Figure 1. M1 wires (run 1).
Supply wires on this layer in gray.
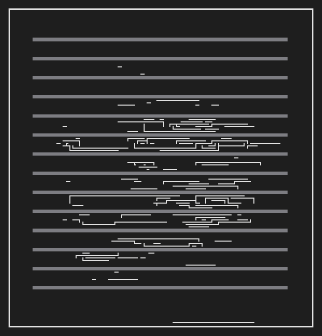
Figure 2. Met2 routing (run 1).
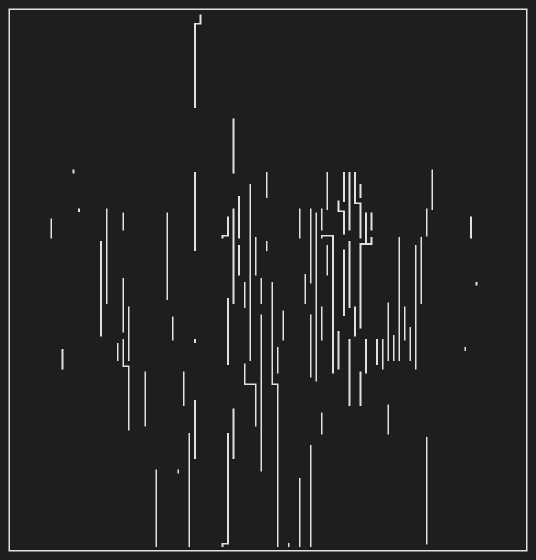
Figure 3. Metal 3 (run 1).
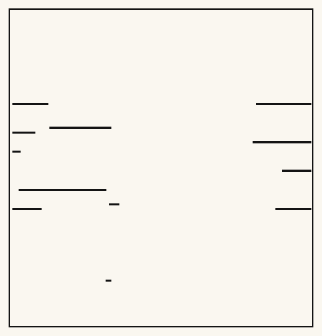
## config.mk

```make
export PLATFORM = sky130hd
export DESIGN_NAME = param_updown_counter_flat
export DESIGN_NICKNAME = d
export VERILOG_FILES = /design/src/rtl/param_updown_counter_pkg.sv /design/src/rtl/param_updown_counter_if.sv /design/src/rtl/param_updown_counter_next_calc.sv /design/src/rtl/param_updown_counter.sv /design/src/flat_wrapper.sv
export SDC_FILE = /design/constraint.sdc
export NUM_CORES = 1
export LEC_CHECK = 0
export CORE_AREA = 3 3 40 42
export CTS_CLUSTER_DIAMETER = 60
export DETAILED_ROUTE_END_ITERATION = 8
export DIE_AREA = 0 0 43 45
export GPL_TIMING_DRIVEN = 1
export PLACE_DENSITY = 0.64
export SKIP_LAST_GASP = 1
export SLEW_MARGIN = 15
export SYNTH_ARGS = -nofsm -noshare
export SYNTH_HDL_FRONTEND = slang
export SYNTH_SLANG_ARGS = --single-unit
```

## constraint.sdc

```tcl
create_clock -name clock -period 2.32 [get_ports clock]
set_input_delay 0.464 -clock clock [delete_from_list [all_inputs] [get_ports clock]]
set_output_delay 0.464 -clock clock [all_outputs]
set_load 0.05 [all_outputs]
```

## src/rtl/param_updown_counter_pkg.sv

```systemverilog
// Shared constants for the up/down counter family: end-of-range behaviour
// and count direction encodings.
package counter_pkg;

    localparam int   MODE_WRAP = 0;
    localparam int   MODE_SAT  = 1;

    localparam logic DIR_DOWN  = 1'b0;
    localparam logic DIR_UP    = 1'b1;

endpackage

```

## src/rtl/param_updown_counter_if.sv

```systemverilog
// Control and status bundle of the up/down counter; master drives the
// controls, slave (the counter) returns count and flags.
interface param_updown_counter_if #(
    parameter int WIDTH = 4
);
    logic             enable;
    logic             up_down;
    logic             load;
    logic [WIDTH-1:0] load_value;
    logic [WIDTH-1:0] q;
    logic             tc;
    logic             ovf;
    logic             load_err;

    modport master (
        output enable, up_down, load, load_value,
        input  q, tc, ovf, load_err
    );

    modport slave (
        input  enable, up_down, load, load_value,
        output q, tc, ovf, load_err
    );
endinterface

```

## src/rtl/param_updown_counter_next_calc.sv

```systemverilog
// Combinational next-state of the modulo counter: load clamping, modulo
// up/down stepping with wrap or saturate, and the flag conditions.
module counter_next_calc
    import counter_pkg::*;
#(
    parameter int     WIDTH    = 4,
    parameter longint MODULUS  = 16,
    parameter int     SATURATE = MODE_WRAP
) (
    input  logic [WIDTH-1:0] q,
    input  logic             enable,
    input  logic             up_down,
    input  logic             load,
    input  logic [WIDTH-1:0] load_value,
    output logic [WIDTH-1:0] q_next,
    output logic             ovf_next,
    output logic             load_err_next
);
    localparam logic [WIDTH-1:0] Q_MAX       = WIDTH'(MODULUS - 1);
    localparam logic [WIDTH-1:0] ONE         = WIDTH'(1);
    localparam bit               HOLD_AT_END = (SATURATE == MODE_SAT);

    always_comb begin
        q_next        = q;
        ovf_next      = 1'b0;
        load_err_next = 1'b0;
        if (load) begin
            // load_value > Q_MAX is the same test as load_value >= MODULUS
            if (load_value > Q_MAX) begin
                q_next        = Q_MAX;
                load_err_next = 1'b1;
            end else begin
                q_next = load_value;
            end
        end else if (enable) begin
            if (up_down == DIR_UP) begin
                if (q == Q_MAX) begin
                    ovf_next = 1'b1;
                    q_next   = HOLD_AT_END ? Q_MAX : '0;
                end else begin
                    q_next = q + ONE;
                end
            end else begin
                if (q == '0) begin
                    ovf_next = 1'b1;
                    q_next   = HOLD_AT_END ? '0 : Q_MAX;
                end else begin
                    q_next = q - ONE;
                end
            end
        end
    end

endmodule

```

## src/rtl/param_updown_counter.sv

```systemverilog
// Parametrised modulo up/down counter with parallel load, wrap/saturate
// mode, terminal count and registered overflow / load-error pulses.
module param_updown_counter
    import counter_pkg::*;
#(
    parameter int     WIDTH    = 4,
    parameter longint MODULUS  = 16,
    parameter int     SATURATE = MODE_WRAP
) (
    input  logic                    clock,
    input  logic                    clear,
    param_updown_counter_if.slave   bus
);
    localparam logic [WIDTH-1:0] Q_MAX = WIDTH'(MODULUS - 1);

    if (WIDTH < 2 || WIDTH > 32) begin : g_bad_width
        $fatal(1, "param_updown_counter: WIDTH=%0d outside 2..32", WIDTH);
    end
    if (MODULUS < 2 || MODULUS > (longint'(1) << WIDTH)) begin : g_bad_modulus
        $fatal(1, "param_updown_counter: MODULUS=%0d outside 2..2**WIDTH", MODULUS);
    end
    if (SATURATE != MODE_WRAP && SATURATE != MODE_SAT) begin : g_bad_mode
        $fatal(1, "param_updown_counter: SATURATE=%0d must be 0 or 1", SATURATE);
    end

    logic [WIDTH-1:0] count_q, count_d;
    logic             ovf_q, ovf_d;
    logic             load_err_q, load_err_d;

    counter_next_calc #(
        .WIDTH    (WIDTH),
        .MODULUS  (MODULUS),
        .SATURATE (SATURATE)
    ) u_next_calc (
        .q             (count_q),
        .enable        (bus.enable),
        .up_down       (bus.up_down),
        .load          (bus.load),
        .load_value    (bus.load_value),
        .q_next        (count_d),
        .ovf_next      (ovf_d),
        .load_err_next (load_err_d)
    );

    always_ff @(posedge clock or posedge clear) begin
        if (clear) begin
            count_q    <= '0;
            ovf_q      <= 1'b0;
            load_err_q <= 1'b0;
        end else begin
            count_q    <= count_d;
            ovf_q      <= ovf_d;
            load_err_q <= load_err_d;
        end
    end

    // tc looks at the live direction so a direction change shows at once
    assign bus.tc       = (bus.up_down == DIR_UP) ? (count_q == Q_MAX) : (count_q == '0);
    assign bus.q        = count_q;
    assign bus.ovf      = ovf_q;
    assign bus.load_err = load_err_q;

endmodule

```

## src/flat_wrapper.sv

```systemverilog
// flat-port wrapper written by rule: the top's interface ports become plain ports
module param_updown_counter_flat import counter_pkg::*;
#(
    parameter int     WIDTH    = 4,
    parameter longint MODULUS  = 16,
    parameter int     SATURATE = MODE_WRAP
)
  (clock, clear, bus_enable, bus_up_down, bus_load, bus_load_value, bus_q, bus_tc, bus_ovf, bus_load_err);
  param_updown_counter_if #(.WIDTH(WIDTH)) bus_i ();
  input  logic clock;
  input  logic clear;
  input wire logic [$bits(bus_i.enable)-1:0] bus_enable;
  input wire logic [$bits(bus_i.up_down)-1:0] bus_up_down;
  input wire logic [$bits(bus_i.load)-1:0] bus_load;
  input wire logic [$bits(bus_i.load_value)-1:0] bus_load_value;
  output wire logic [$bits(bus_i.q)-1:0] bus_q;
  output wire logic [$bits(bus_i.tc)-1:0] bus_tc;
  output wire logic [$bits(bus_i.ovf)-1:0] bus_ovf;
  output wire logic [$bits(bus_i.load_err)-1:0] bus_load_err;
  assign bus_i.enable = bus_enable;
  assign bus_i.up_down = bus_up_down;
  assign bus_i.load = bus_load;
  assign bus_i.load_value = bus_load_value;
  assign bus_q = bus_i.q;
  assign bus_tc = bus_i.tc;
  assign bus_ovf = bus_i.ovf;
  assign bus_load_err = bus_i.load_err;
  param_updown_counter #(.WIDTH(WIDTH), .MODULUS(MODULUS), .SATURATE(SATURATE)) u_core (.clock(clock), .clear(clear), .bus(bus_i));
endmodule
```

==> impl_metrics.csv, run 1 <==
group,metric,value,unit
setup_path,path_delay_family,"flip-flops",
clock_network,clock_tree.root_cell,"sky130_fd_sc_hd__clkbuf_4",
setup_path,regToRegStartpoint,"u_core.bus.q[1]$_DFFE_PP0P_",
clock_network,cts_tree,"yes",
clock_network,worstSkewPairLatency,0.24,ns
global_routing,global_route.overflow_total,0,
final_timing,max-slew-margin-rel,0.659,
power,irDropWorstVdd,0.303,mV
global_routing,grt_antenna_before_repair,0,
detailed_routing,drt-met1-wl,393,microns
setup_path,timing.critical_path.slowest_cell_delay,0.45,ns
clock_network,cts_post_setup_buffers_inserted,0,
logic_synthesis,yosys-stat-area,410,sq um
logic_synthesis,synth.most_common_cell,"sky130_fd_sc_hd__dfrtp_1",
logic_synthesis,ys_cells,47,
setup_path,critical_path.endpoint,"bus_tc",
layout,final_common_cell,"sky130_fd_sc_hd__clkdlybuf4s50_1",
setup_path,crit_path_start_kind,"register",
global_routing,gr-usage-all-layers,0.106,
power,maxPowerGroup,"combinational cells",
logic_synthesis,adder_share,0.0610,
clock_network,cts_made_buffers,3,
logic_synthesis,xor_share,0.0427,
logic_synthesis,cell_area_after_technology_mapping,410,sq um
final_timing,setup_tns,0,ns
placed_design,detailedPlacementHpwl,695,microns
logic_synthesis,post_synth_and_or_nand_nor_area_fraction,0.146,
floorplan,core_area,1280,sq um
floorplan,num_tap_cells,15,
logic_synthesis,count_of_library_flops_with_an_enable_pin,0,
layout,final-instance-count-excl-fill,78,
layout,area.sequential,125,sq um
setup_path,cp.buffers_inverters,2,
layout,dominant_cells,"logic gates",
logic_synthesis,post_synth_main_logic_family,"AND-OR/OR-AND gates",
logic_synthesis,synth.top_cells.by_area,"sky130_fd_sc_hd__dfrtp_1 30%, sky130_fd_sc_hd__ha_1 6.1%, sky130_fd_sc_hd__a21oi_1 4.9%",
power,cell_internal_pwr,0.000233,W
detailed_routing,drc_violations_left,0,
layout,area.share.combinational,0.410,
clock_network,clock_input_transition_at_the_sequential_cells_of_the_worst_setup_and_hold_paths,0.04,ns
logic_synthesis,cell_taking_the_most_area_after_synthesis,"sky130_fd_sc_hd__dfrtp_1",
layout,num-nonclk-inverters,4,
layout,final_cell_mix,"13 x sky130_fd_sc_hd__clkdlybuf4s50_1, 5 x sky130_fd_sc_hd__dfrtp_1, 4 x sky130_fd_sc_hd__inv_1, 4 x sky130_fd_sc_hd__a21oi_1",
floorplan,io_pins,16,
layout,syn2layout_area_growth,47.9,%
power,power_density,608,nW/um^2
setup_path,slowest_stage,"sky130_fd_sc_hd__dfrtp_1",
logic_synthesis,synthMuxAreaShare,0.0244,
layout,clkbuf_count,4,
layout,multi_input_comb_area,249,sq um
logic_synthesis,flop_cell,"sky130_fd_sc_hd__dfrtp_1",
placed_design,postPlaceCellArea,581,sq um
power,p_clk_frac,0.265,
power,pwr-share-comb,0.437,
clock_network,clockBufferDepth,2,
power,p_leak,0.261,nW
layout,insertedDiodeCount,0,
final_timing,timing.final.crit_share,0.911,
final_timing,tightest_slew,0.509,ns
detailed_routing,total_length_of_routed_met3_wires,59,microns
placed_design,detailedPlace.worstSlack,0.240,ns
power,reg_power_frac,0.299,
detailed_routing,wl_per_cell,11.1,microns
logic_synthesis,syn_area_per_cell,8.73,sq um
final_timing,timing_max_transition_violations_final,0,
power,switching_part_of_the_total_power,0.369,
run_status,status,"finished, final reports clean",
global_routing,grt_pass1_wl,1450,microns
floorplan,die_h,45,microns
detailed_routing,vias_per_cell,4.91,
global_routing,gr_peak_layer,"met2",
logic_synthesis,synth-async-reset-ratio,1.00,
final_timing,count_of_endpoints_failing_hold_in_the_final_timing_report,0,
layout,post_route_cells_drive_above_1_share,0.222,
layout,comb.multi_input.count,33,
layout,layout.nonclk_buf_frac,0.285,
run,maxCapViolCount,0,
placed_design,buffer_ports.inserted,14,
logic_synthesis,ys_warn_count,0,
power,pwr.group.sequential,0.000110,W
layout,final_area,607,sq um
setup_path,worst-path-max-fanout,8,
final_timing,grt_setup_unrepaired,"false",
final_timing,timing.hold.ws,0.413,ns
power,clock_net_power,0.0000975,W
final_timing,skew,0.00186,ns
floorplan,floorplan.die_area,1940,sq um
logic_synthesis,syn-instance-count,47,
logic_synthesis,top_cells_by_count_synth,"5 x sky130_fd_sc_hd__dfrtp_1, 4 x sky130_fd_sc_hd__a21oi_1, 4 x sky130_fd_sc_hd__inv_1",
setup_path,timing.critical_path.required,1.86,ns
layout,clock_tree_area_fraction,0.0433,
setup_path,critical_path.endpoint_type,"output port",
layout,seq_cells,5,
floorplan,placementRows,13,
worst_hold_path,hold_class,"input pin to async pin",
clock_network,post_cts_resized,0,
setup_path,worst_ep_arrival_time,1.65,ns
clock_network,clock-sinks,5,
clock_network,post_cts_hold_buffer_count,0,
floorplan,fp_util,0.319,
layout,fillerInstances,119,
setup_path,reg2reg_depth,6,
setup_path,crit-reg2reg-capture,"u_core.bus.q[0]$_DFFE_PP0P_",
logic_synthesis,synth.lib_cells_used.distinct,29,
global_routing,grt_max_degree,10,
placed_design,globalplace.congestion,0.696,
layout,finalCoreUtilization,0.472,
layout,largest_reg_flops,4,
detailed_routing,first_pass_iters,3,
floorplan,die_width,43,microns
layout,nonClockBufferCount,17,
logic_synthesis,post_synth_ao_oa_area_fraction,0.296,
final_timing,fmax,0.473,GHz
logic_synthesis,top_cell_area_share,0.305,
placed_design,post-place-cells,74,
final_timing,finalWorstSetupSlack,0.207,ns
setup_path,timing_worst_setup_path_type,"register to output port",
detailed_routing,routed.top_layer,"met4",
run,tool_warnings,27,
power,comb_cell_power,0.000161,W
detailed_routing,first_iter_violations,4,
layout,seq-cell-share,0.206,
-- Figure 1 (at the start) --
- wire length on this layer: 394 microns
- share of all routed wire: 45%
- nets with wire on the layer: 58
- longest straight run: 15.6 microns
- main direction: horizontal
total vias in the final route: 383
total routed wirelength: 865 microns
met1 Resource Use GR: 0.124

-- Figure 2 (at the start) --
- longest straight run: 14.6 microns
- wire length on this layer: 386 microns
- share of all routed wire: 45%
met2 routing resource usage after global routing: 0.156

-- Figure 3 (at the start) --
- main direction: horizontal
- nets with wire on the layer: 9
- wire length on this layer: 59.1 microns

==> run 1 -> run 2 <==
CAP_MARGIN = 5   (was unset)
Figure 4. Clock routing (run 2).
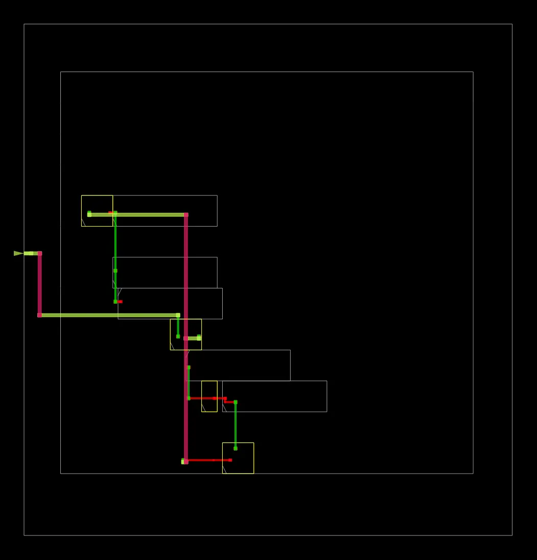
Max Clock Skew: 0.00186 ns
FF+latch count: 5
TritonCTS buffer count: 3
clock net sink count: 5
clk ins delay skew pair: 0.24 ns

==> run 2 against run 1 <==
Global-route usage stayed put. Setup slack unchanged. Register-to-register slack about the same. Total power did not move. Critical path type unchanged. Maximum frequency did not move. Utilization unchanged. Synthesized cell count unchanged.
==> impl_metrics.csv, run 2 <==
group,metric,value,unit
power,comb_cell_power,0.000161,W
layout,post_route_cells_drive_above_1_share,0.222,
logic_synthesis,post_synth_main_logic_family,"AND-OR/OR-AND gates",
placed_design,globalplace.congestion,0.696,
clock_network,cts_tree,"yes",
final_timing,finalWorstSetupSlack,0.207,ns
layout,insertedDiodeCount,0,
layout,final_cell_mix,"13 x sky130_fd_sc_hd__clkdlybuf4s50_1, 5 x sky130_fd_sc_hd__dfrtp_1, 4 x sky130_fd_sc_hd__inv_1, 4 x sky130_fd_sc_hd__a21oi_1",
run,maxCapViolCount,0,
detailed_routing,routed-via-count,383,
setup_path,reg2reg_depth,6,
global_routing,gr-usage-all-layers,0.106,
setup_path,cp.buffers_inverters,2,
power,p_clk_frac,0.265,
layout,clkbuf_count,4,
final_timing,count_of_endpoints_failing_hold_in_the_final_timing_report,0,
layout,multi_input_comb_area,249,sq um
placed_design,postPlaceCellArea,581,sq um
detailed_routing,drc_violations_left,0,
logic_synthesis,synth.most_common_cell,"sky130_fd_sc_hd__dfrtp_1",
setup_path,timing.critical_path.slowest_cell_delay,0.45,ns
final_timing,fmax,0.473,GHz
power,p_leak,0.261,nW
layout,final_area,607,sq um
layout,largest_reg_flops,4,
floorplan,core_area,1280,sq um
setup_path,critical_path.endpoint_type,"output port",
logic_synthesis,post_synth_ao_oa_area_fraction,0.296,
logic_synthesis,post_synth_and_or_nand_nor_area_fraction,0.146,
floorplan,num_tap_cells,15,
run_status,status,"finished, final reports clean",
placed_design,post-place-cells,74,
global_routing,grt_antenna_before_repair,0,
layout,fillerInstances,119,
floorplan,floorplan.die_area,1940,sq um
logic_synthesis,count_of_library_flops_with_an_enable_pin,0,
layout,area.share.combinational,0.410,
final_timing,timing_max_transition_violations_final,0,
logic_synthesis,ys_cells,47,
logic_synthesis,yosys-stat-area,410,sq um
global_routing,grt_pass1_wl,1450,microns
layout,layout.nonclk_buf_frac,0.285,
power,cell_internal_pwr,0.000233,W
global_routing,groute.layer.met2.usage,0.156,
final_timing,max-slew-margin-rel,0.659,
placed_design,detailedPlacementHpwl,695,microns
global_routing,global_route.overflow_total,0,
setup_path,slowest_stage,"sky130_fd_sc_hd__dfrtp_1",
setup_path,timing.critical_path.required,1.86,ns
logic_synthesis,syn_area_per_cell,8.73,sq um
worst_hold_path,hold_class,"input pin to async pin",
layout,nonClockBufferCount,17,
power,reg_power_frac,0.299,
layout,final_common_cell,"sky130_fd_sc_hd__clkdlybuf4s50_1",
clock_network,cts_post_setup_buffers_inserted,0,
detailed_routing,first_iter_violations,4,
global_routing,gr_peak_layer,"met2",
layout,dominant_cells,"logic gates",
power,clock_net_power,0.0000975,W
power,maxPowerGroup,"combinational cells",
logic_synthesis,flop_cell,"sky130_fd_sc_hd__dfrtp_1",
logic_synthesis,syn-instance-count,47,
run,tool_warnings,27,
layout,clock_tree_area_fraction,0.0433,
detailed_routing,drt-met1-wl,393,microns
layout,seq-cell-share,0.206,
global_routing,grt_max_degree,10,
clock_network,post_cts_hold_buffer_count,0,
clock_network,clockBufferDepth,2,
layout,comb.multi_input.count,33,
floorplan,placementRows,13,
clock_network,clock_tree.root_cell,"sky130_fd_sc_hd__clkbuf_4",
logic_synthesis,synthMuxAreaShare,0.0244,
logic_synthesis,cell_taking_the_most_area_after_synthesis,"sky130_fd_sc_hd__dfrtp_1",
power,power_density,608,nW/um^2
floorplan,die_h,45,microns
Power is estimated from default activity; no workload was simulated.
